File: src/rtl/uart_pixel_loader_pkg.sv
// Shared frame geometry and state encoding for the UART loader, Sobel window and VGA read side.
package uart_pixel_loader_pkg;

  localparam int IMG_W       = 200;
  localparam int IMG_H       = 200;
  localparam int FRAME_PIX   = IMG_W * IMG_H;
  localparam int ADDR_W      = 16;
  localparam int TIMEOUT_CYC = 20000;

  typedef enum logic {
    IDLE = 1'b0,
    LOAD = 1'b1
  } state_t;

  // Counter width able to hold 0..n-1, never narrower than one bit.
  function automatic int width_for(input int n);
    return (n > 1) ? $clog2(n) : 1;
  endfunction

endpackage

File: src/rtl/uart_pixel_loader_idle_timer.sv
// Counts sclk cycles without a received byte while a frame is loading; pulses at the terminal count.
module loader_idle_timer #(
  parameter int TIMEOUT_CYC = uart_pixel_loader_pkg::TIMEOUT_CYC
) (
  input  logic sclk,
  input  logic rst_n,
  input  logic enable,
  input  logic clear,
  output logic terminal
);
  import uart_pixel_loader_pkg::*;

  localparam int CNT_W = width_for(TIMEOUT_CYC);

  logic [CNT_W-1:0] idle_cnt;

  // A byte arriving on the terminal cycle suppresses the pulse.
  assign terminal = enable && !clear && (idle_cnt == CNT_W'(TIMEOUT_CYC - 1));

  always_ff @(posedge sclk) begin
    if (!rst_n || clear || !enable || terminal) begin
      idle_cnt <= '0;
    end else begin
      idle_cnt <= idle_cnt + CNT_W'(1);
    end
  end

endmodule

File: src/rtl/uart_pixel_loader.sv
// Turns the UART byte stream into raster-ordered frame-RAM writes with completion and stall recovery.
module uart_pixel_loader #(
  parameter int IMG_W       = uart_pixel_loader_pkg::IMG_W,
  parameter int IMG_H       = uart_pixel_loader_pkg::IMG_H,
  parameter int ADDR_W      = uart_pixel_loader_pkg::ADDR_W,
  parameter int TIMEOUT_CYC = uart_pixel_loader_pkg::TIMEOUT_CYC
) (
  input  logic              sclk,
  input  logic              rst_n,
  input  logic [7:0]        po_data,
  input  logic              po_flag,
  output logic              wr_en,
  output logic [ADDR_W-1:0] wr_addr,
  output logic [7:0]        wr_data,
  output logic              frame_done,
  output logic              frame_valid,
  output logic              busy,
  output logic              err_timeout
);
  import uart_pixel_loader_pkg::*;

  localparam int X_W = width_for(IMG_W);
  localparam int Y_W = width_for(IMG_H);

  state_t            state;
  state_t            state_next;
  logic [X_W-1:0]    x;
  logic [Y_W-1:0]    y;
  logic [ADDR_W-1:0] addr;
  logic              x_last;
  logic              last_pix;
  logic              timeout;

  assign x_last   = (x == X_W'(IMG_W - 1));
  assign last_pix = x_last && (y == Y_W'(IMG_H - 1));
  assign busy     = (state == LOAD);

  loader_idle_timer #(
    .TIMEOUT_CYC(TIMEOUT_CYC)
  ) u_idle_timer (
    .sclk    (sclk),
    .rst_n   (rst_n),
    .enable  (state == LOAD),
    .clear   (po_flag),
    .terminal(timeout)
  );

  // In IDLE x=y=0, so last_pix there only holds for a one-pixel frame.
  always_comb begin
    state_next = state;
    case (state)
      IDLE: if (po_flag && !last_pix) state_next = LOAD;
      LOAD: begin
        if (po_flag && last_pix) state_next = IDLE;
        else if (timeout)        state_next = IDLE;
      end
      default: state_next = IDLE;
    endcase
  end

  always_ff @(posedge sclk) begin
    if (!rst_n) state <= IDLE;
    else        state <= state_next;
  end

  always_ff @(posedge sclk) begin
    if (!rst_n) begin
      x           <= '0;
      y           <= '0;
      addr        <= '0;
      wr_en       <= 1'b0;
      wr_addr     <= '0;
      wr_data     <= '0;
      frame_done  <= 1'b0;
      frame_valid <= 1'b0;
      err_timeout <= 1'b0;
    end else begin
      wr_en       <= po_flag;
      frame_done  <= po_flag && last_pix;
      err_timeout <= timeout;
      if (po_flag) begin
        wr_addr     <= addr;
        wr_data     <= po_data;
        frame_valid <= last_pix;
        if (last_pix) begin
          x    <= '0;
          y    <= '0;
          addr <= '0;
        end else if (x_last) begin
          x    <= '0;
          y    <= y + Y_W'(1);
          addr <= addr + ADDR_W'(1);
        end else begin
          x    <= x + X_W'(1);
          addr <= addr + ADDR_W'(1);
        end
      end else if (timeout) begin
        x    <= '0;
        y    <= '0;
        addr <= '0;
      end
    end
  end

endmodule
File: config.mk
export PLATFORM = sky130hd
export DESIGN_NAME = uart_pixel_loader
export DESIGN_NICKNAME = d
export VERILOG_FILES = /design/src/rtl/uart_pixel_loader_pkg.sv /design/src/rtl/uart_pixel_loader_idle_timer.sv /design/src/rtl/uart_pixel_loader.sv
export SDC_FILE = /design/constraint.sdc
export NUM_CORES = 1
export LEC_CHECK = 0
export ABC_AREA = 0
export CAP_MARGIN = 0
export CORE_ASPECT_RATIO = 1.25
export CORE_MARGIN = 2
export CORE_UTILIZATION = 50
export CTS_CLUSTER_DIAMETER = 40
export DETAILED_ROUTE_END_ITERATION = 12
export PLACE_DENSITY = 0.75
export SLEW_MARGIN = 10
export SYNTH_ARGS = -nofsm -noshare
export SYNTH_HDL_FRONTEND = slang
export SYNTH_SLANG_ARGS = --single-unit
export TNS_END_PERCENT = 100
File: constraint.sdc
create_clock -name sclk -period 1.75 [get_ports sclk]
set_input_delay 0.2625 -clock sclk [delete_from_list [all_inputs] [get_ports sclk]]
set_output_delay 0.2625 -clock sclk [all_outputs]
set_load 0.01 [all_outputs]
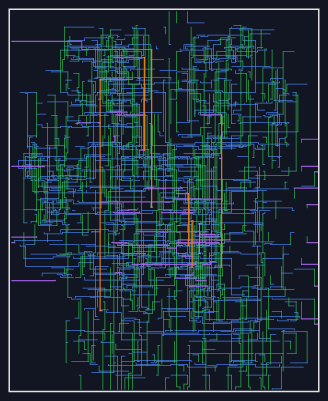
Figure 1: run 1, metal layers overlaid.
(4 px per um)
| colour | layer | wire length |
|---|---|---|
| purple | metal 3 | 327 um |
| green | metal 2 | 3,870 um |
| orange | metal 4 | 190 um |
| blue | metal 1 | 3,480 um |
overall routing resource usage: 22.5%
WL per Instance: 13.9 um
post-detailed-routing wire length: 7870 um

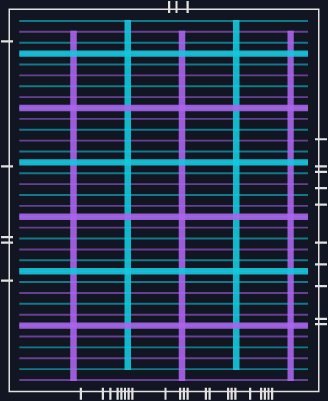
Figure 2: run 1, supply network.
(4 px per um) Pins as bars on the die edge.
| colour | net |
|---|---|
| purple | VSS |
| cyan | VDD |
signal pins: 40
met4 straps: 5

==> impl_metrics.yaml, run 1 <==
# synthesis and place-and-route metrics
outcome:
  run_status: "complete, but fails checks"
  violations: "setup timing"
power_and_ir_drop:
  power_frac_clock_pct: 35.5
  peakVddDrop_v: 0.000512
  p_seq_share_pct: 54.7
  p_int_w: 0.00251
  power.largest_group: "sequential cells"
  power.switching_w: 0.000767
  swShare_pct: 23.4
  cellPowerDensity_mw_per_mm2: 727
  seq-power_w: 0.00180
  combPwrFrac_pct: 9.8
die:
  die-area_sq_mm: 0.00733
  die_x_um: 77.0
  ios: 40
placement:
  place_ws_ns: -0.192
  port_buffers: 39
  place_area_sq_mm: 0.00419
  gp_congestion: 0.871
cts:
  cts-root-buf: "clkbuf_8"
  cts.clk_slew.worst_paths_ns: 0.08
  h-tree-depth: 3
  cts_tree: "built"
  clk_latency_ns: 0.35
final_timing:
  finalSetupViolCount: 4
  fin_crit_sh_pct: 102
  hold_viol_final: 0
  tns_ns: -0.0739
  max_freq_mhz: 561
  worst_slack_ns: -0.0332
  rsz0062_at_grt: "yes"
yosys:
  edf_count: 0
  syn_inst: 378
  ys_chip_area_sq_mm: 0.00333
  fp_nets: 393
  yosysCellCount: 378
  ys_seq_share_pct: 45.7
  synth-main-ff-cell: "dfxtp_1"
  synth_area_per_cell_sq_um: 8.80
layout:
  final_util_pct: 69.6
  syn_to_final_growth_pct: 35.6
  insertedDiodeCount: 0
  fillers: 521
grt:
  grt_pass1_vias: 3015
  antenna_found_initial: 0
  grt-ovfl-total: 0
flow_run:
  maxCapViolCount: 0
  tool_warnings: 29
min_path:
  hp-start: "po_flag"
  hold_path_class: "input pin to register"
worst_setup_path:
  crit_type: "register to register"
  worst_setup_path_end_kind: "register"
  crit_required_ns: 2.02
  rr_startpoint: "x[3]"
  crit_start: "x[3]"
  crit_arrival_ns: 2.06
  path_max_fanout: 4
route:
  drt_iter0_drc: 201
  via_count: 3065
  drtPass1Iterations: 4
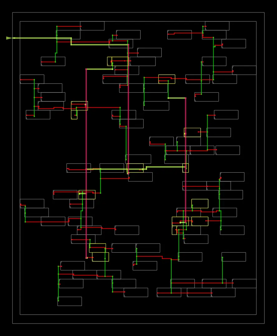
Figure 3: run 1, clock nets.
Flops: 76
Clk power: 0.00116 W
CTS Sinks: 76
CTS buffer count: 9
Layout Skew: 0.0106 ns

run 1: synthesized netlist by cell type (2+ instances only):
| master | n | area, sq um |
|---|---|---|
| o21ai_1 | 10 | 50.1 |
| and3_1 | 8 | 50.1 |
| a31oi_1 | 6 | 37.5 |
| nand2_1 | 22 | 82.6 |
| nor3_1 | 17 | 85.1 |
| a21oi_1 | 17 | 85.1 |
| clkbuf_1 | 10 | 37.5 |
| nor2_2 | 2 | 12.5 |
| or3_1 | 9 | 56.3 |
| nor2_1 | 34 | 128 |
| nand4_1 | 11 | 68.8 |
| nor2b_1 | 29 | 181 |
| a21o_1 | 4 | 30.0 |
| dfxtp_1 | 76 | 1520 |
| xor2_1 | 4 | 35.0 |
| inv_1 | 9 | 33.8 |
| o21ai_0 | 17 | 85.1 |
| nand2b_1 | 2 | 12.5 |
| ha_1 | 4 | 50.1 |
| mux2i_1 | 25 | 250 |
| nor4_1 | 2 | 12.5 |
| xnor2_1 | 11 | 96.3 |
| nand3_1 | 22 | 110 |
| buf_2 | 4 | 20.0 |
| o211ai_1 | 2 | 15.0 |
| nor4b_1 | 2 | 17.5 |
| or4_1 | 2 | 15.0 |
| a21boi_0 | 2 | 15.0 |
run 1: logic make-up (layout without fill, tap and decap cells):
group / after synthesis / count (layout) / synth area share (%)
and+or+nand+nor: 169 / 171 / 27.3
xor gates and xnor gates: 15 / 15 / 3.95
muxes: 25 / 25 / 7.52
AOI/OAI and AO/OA: 64 / 64 / 11.0
adders and majority gates: 4 / 4 / 1.50
DFF: 76 / 76 / 45.7
buffers and inverters: 25 / 123 / 3.01
run 1: layout make-up:
cell class	count	area, sq um	area share (%)
multi-input combinational	279	1830	40.6
timing repair buffer	98	840	18.6
inverter	10	37.5	0.832
clock inverter	2	10.0	0.222
sequential	76	1530	33.8
tap	87	109	2.41
clock buffer	13	159	3.52
run 1: critical path: stages, from the launching register on:
cell,delay [ns]
dfxtp_2,0.32
or4b_4,0.58
buf_4,0.17
nor2_4,0.11
nand3_2,0.09
or3_1,0.36
o211ai_1,0.09
run 1: routing by layer:
layer,global-route usage (%),share of wire (%),wire [um]
met4,11.9,2.4,190
met5,0,0,0
met3,4.07,4.1,326
met1,26.8,44,3480
met2,39.1,49,3870
run 1: metrics by stage:
stage	hold slack [ns]	total power, W	std cells
final	0.429	0.00328	565
after global routing	0.468	0.00341	565
after CTS	0.438	0.00330	564
after detailed placement	0.470	0.00213	544
after global placement	0.468	0.00212	544
after floorplan	0.414	0.00201	378
run 1: registers in the layout, indices dropped and copies added, names as in the netlist:
signal                 flops
wr_addr                   16
u_idle_timer.idle_cnt     15
frame_valid                1
x                          8
busy                       1
addr                      16
wr_data                    8
err_timeout                1
y                          8
wr_en                      1
frame_done                 1
run 1: path summary, 6_finish.rpt:
kind | end | slack [ns] | cells past startpoint
worst max register to register | y[6] | -0.03 | 6
worst min register to register | addr[15] | 0.49 | 1
worst max-delay path | y[6] | -0.03 | 6
worst min-delay path | x[0] | 0.43 | 5
run 1: what timing repair did:
| item | in CTS | in global routing |
|---|---|---|
| resized | 11 | 24 |
| pin swaps | 4 | 8 |
| endpoints found under the setup margin | 17 | 41 |
| setup buffers | 3 | 1 |
| gates cloned | 2 | 0 |
Figure 4. Logic cells by family (run 1).
(3 px per um)
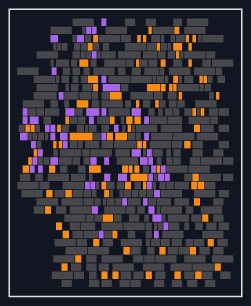

--- run 2 (diff from run 1) ---
--- a/config.mk
+++ b/config.mk
@@ -7,5 +7,4 @@
 export LEC_CHECK = 0
 export ABC_AREA = 0
-export CAP_MARGIN = 0
 export CORE_ASPECT_RATIO = 1.25
 export CORE_MARGIN = 2
==> constraint.sdc (replaced) <==
create_clock -name sclk -period 1.75 [get_ports sclk]
set_input_delay 0.525 -clock sclk [delete_from_list [all_inputs] [get_ports sclk]]
set_output_delay 0.525 -clock sclk [all_outputs]
set_load 0.01 [all_outputs]
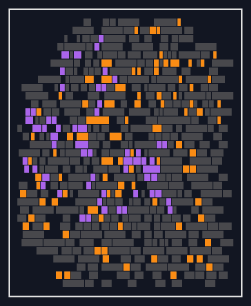
Figure 5: run 2, logic cells by family.
(3 px per um)
| colour | family | cells | most used |
|---|---|---|---|
| purple | inverting AOI/OAI gates | 59 | o21ai_1 |
| orange | NOR gates | 88 | nor2_1 |

==> impl_metrics.yaml, run 2 <==
# synthesis and place-and-route metrics
outcome:
  run_status: "complete, but fails checks"
  violations: "setup timing"
worst_setup_path:
  max_stage_delay_ns: 0.56
  cp-start-kind: "register"
  rr_startpoint: "x[5]"
  r2r_cells: 6
  cp_cell_sequence: "or4b_4 -> buf_4 -> nor2_4 -> nand3_2 -> or3_1 -> o211ai_1"
  worst_setup_path_end_kind: "register"
  crit_start: "x[5]"
  crit_required_ns: 2.03
  crit_type: "register to register"
  path_max_fanout: 3
  slowest_stage: "or4b_4"
  crit_arrival_ns: 2.05
grt:
  grt_pass1_wl_um: 13400
  grt_pass1_vias: 2919
  antenna_found_initial: 0
  grt-ovfl-total: 0
  grt_max_degree: 23
final_timing:
  worst_slack_ns: -0.0191
  fin_crit_ns: 1.77
  hold_viol_final: 0
  slew_violations: 0
  skew_ns: 0.00544
  fin_crit_sh_pct: 101
  worstMarginPinSlew_ns: 0.400
  finalSetupViolCount: 2
  rsz0062_at_grt: "yes"
  slew_headroom_pct: 73.1
  hold_ws_ns: 0.486
  max_freq_mhz: 565
power_and_ir_drop:
  cellPowerDensity_mw_per_mm2: 773
  total_power_w: 0.00357
  peakVddDrop_v: 0.000691
  leakagePower_nw: 1.95
cts:
  clk_latency_ns: 0.36
  numCtsBuffers: 9
  ctsHoldBuffers: 0
  cts-root-buf: "clkbuf_8"
  cts.clk_slew.worst_paths_ns: 0.07
  cts.sinks: 76
  cts_tree: "built"
  h-tree-depth: 3
  clk_path_buf_depth: 2
yosys:
  ys_seq_share_pct: 45.7
  fp_nets: 393
  syn_inst: 378
  ys_warn_count: 0
  async_flop_share_pct: 0
  top_cell: "dfxtp_1"
  area_leaders: "dfxtp_1 46%, mux2i_1 7.5%, nor2b_1 5.5%"
  ys_chip_area_sq_mm: 0.00333
  synth-main-ff-cell: "dfxtp_1"
  ys_types: 43
  top_area_share_pct: 45.7
  synth_area_per_cell_sq_um: 8.80
  synthTopCellsByCount: "76 x dfxtp_1, 34 x nor2_1, 29 x nor2b_1, 25 x mux2i_1"
  yosysCellCount: 378
  edf_count: 0
  synth_area_sq_mm: 0.00333
  ys_seq_elements: 76
  top_area_cell: "dfxtp_1"
layout:
  fillers: 508
  layout_top_cell: "dfxtp_1"
  register_area_sq_mm: 0.00153
  final_layout_size_suffix_gt1_share_pct: 24.2
  final_cell_mix: "71 x dfxtp_1, 64 x buf_4, 30 x nor2_1, 28 x nor2b_1, 25 x mux2i_1"
  final_util_pct: 71.1
  syn_to_final_growth_pct: 38.6
  insertedDiodeCount: 0
  final_nets: 497
  mi_logic_area_sq_mm: 0.00182
  reg.largest.list: "addr x16, wr_addr x16, u_idle_timer.idle_cnt x15"
route:
  drt_iter0_drc: 210
  drc: 0
  postRouteAntennaNets: 0
  drtPass1Iterations: 4
  post_drt_wl_per_cell_um: 14.2
  vias_per_cell: 5.38
flow_run:
  maxCapViolCount: 0
  tool_warnings: 29
placement:
  port_buffers: 39
  gp_congestion: 0.902
  hpwl_um: 5550
die:
  fp-row-count: 33
  die_h_um: 95.2
  die_x_um: 77.0
  ios: 40
  die-area_sq_mm: 0.00733
  core-area_sq_mm: 0.00648
  initial_utilization_pct: 51.3
min_path:
  hold_path_class: "register to register"
  hp-start: "y[1]"
  min_delay_path_depth: 2
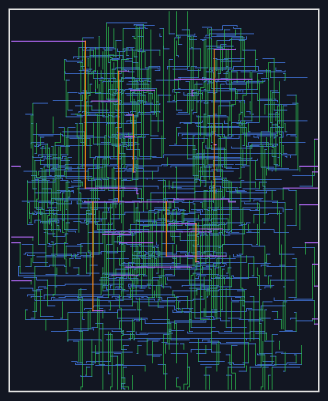
Figure 6: run 2, metal layers overlaid.
(4 px per um)
Vias: 3,089
post-detailed-routing wire length: 8150 um
overall routing resource usage: 22.7%

## run 2: cell types whose count changed in the layout (fill, tap and decap cells not counted), sizes merged
cell | before | now
clkdlybuf4s50 | 38 | 11
dlygate4sd2 | 0 | 22
buf | 60 | 69
dlymetal6s2s | 0 | 5
bufinv | 0 | 1
clkinv | 3 | 2
clkinvlp | 0 | 1
nor2 | 38 | 37
## run 2: metal layers
metal	track usage, %	share of wire (%)	wire (um)	up-vias
met1	26.9	45	3640	1476
met4	11.0	2.1	171	0
li1	-	-	-	1547
met5	0	0	0	-
met3	3.60	3.1	255	16
met2	40.4	50	4080	50
## run 2: final cells by class
| class | instances | share of cell area (%) |
|---|---|---|
| clock buffer | 13 | 3.88 |
| clock inverter | 3 | 0.922 |
| inverter | 10 | 0.814 |
| multi-input combinational | 278 | 39.5 |
| sequential | 76 | 33.1 |
| tap | 87 | 2.36 |
| timing repair buffer | 107 | 19.4 |
## run 2: kinds of logic after synthesis
| kind of cell | Yosys count | synth area share, % |
|---|---|---|
| and+or+nand+nor | 169 | 27.3 |
| xor gates and xnor gates | 15 | 3.95 |
| buffers and inverters | 25 | 3.01 |
| AOI/OAI and AO/OA | 64 | 11.0 |
| muxes | 25 | 7.52 |
| adders and majority gates | 4 | 1.50 |
| DFF | 76 | 45.7 |
## run 2: timing repair
action | CTS | global route
gates cloned | 1 | 1
setup buffers | 4 | 1
endpoints found under the setup margin | 47 | 53
pin swaps | 11 | 5
gates resized | 42 | 26
## run 2: final timing paths
kind	end	slack [ns]
worst max-delay path	y[7]	-0.02
worst min-delay path	y[1]	0.49
worst max register to register	y[7]	-0.02
worst min register to register	y[1]	0.49
## run 2: metrics by stage
step / setup WS (ns) / setup TNS (ns) / std cells / area [sq um]
floorplan: -0.0182 / -0.0190 / 378 / 3360
global placement: -0.210 / -7.21 / 553 / 4270
detailed placement: -0.228 / -7.63 / 553 / 4270
CTS: -0.104 / -1.24 / 572 / 4530
global route: -0.0824 / -1.04 / 574 / 4610
finish: -0.0191 / -0.0343 / 574 / 4610
## run 2: worst max-delay path, delay by kind of cell, from the launching register on
kind / cells / cell delay (ns)
buf+inv: 1 / 0.17
flops: 1 / 0.32
compound gates: 1 / 0.09
simple gates: 4 / 1.11
## run 2: power by group
group / switching (W) / internal [W] / leakage, nW
registers: 0.0000236 / 0.00177 / 0.618
clock network: 0.000643 / 0.000812 / 0.112
logic: 0.000160 / 0.000157 / 1.22
Power is estimated from default activity; no workload was simulated.
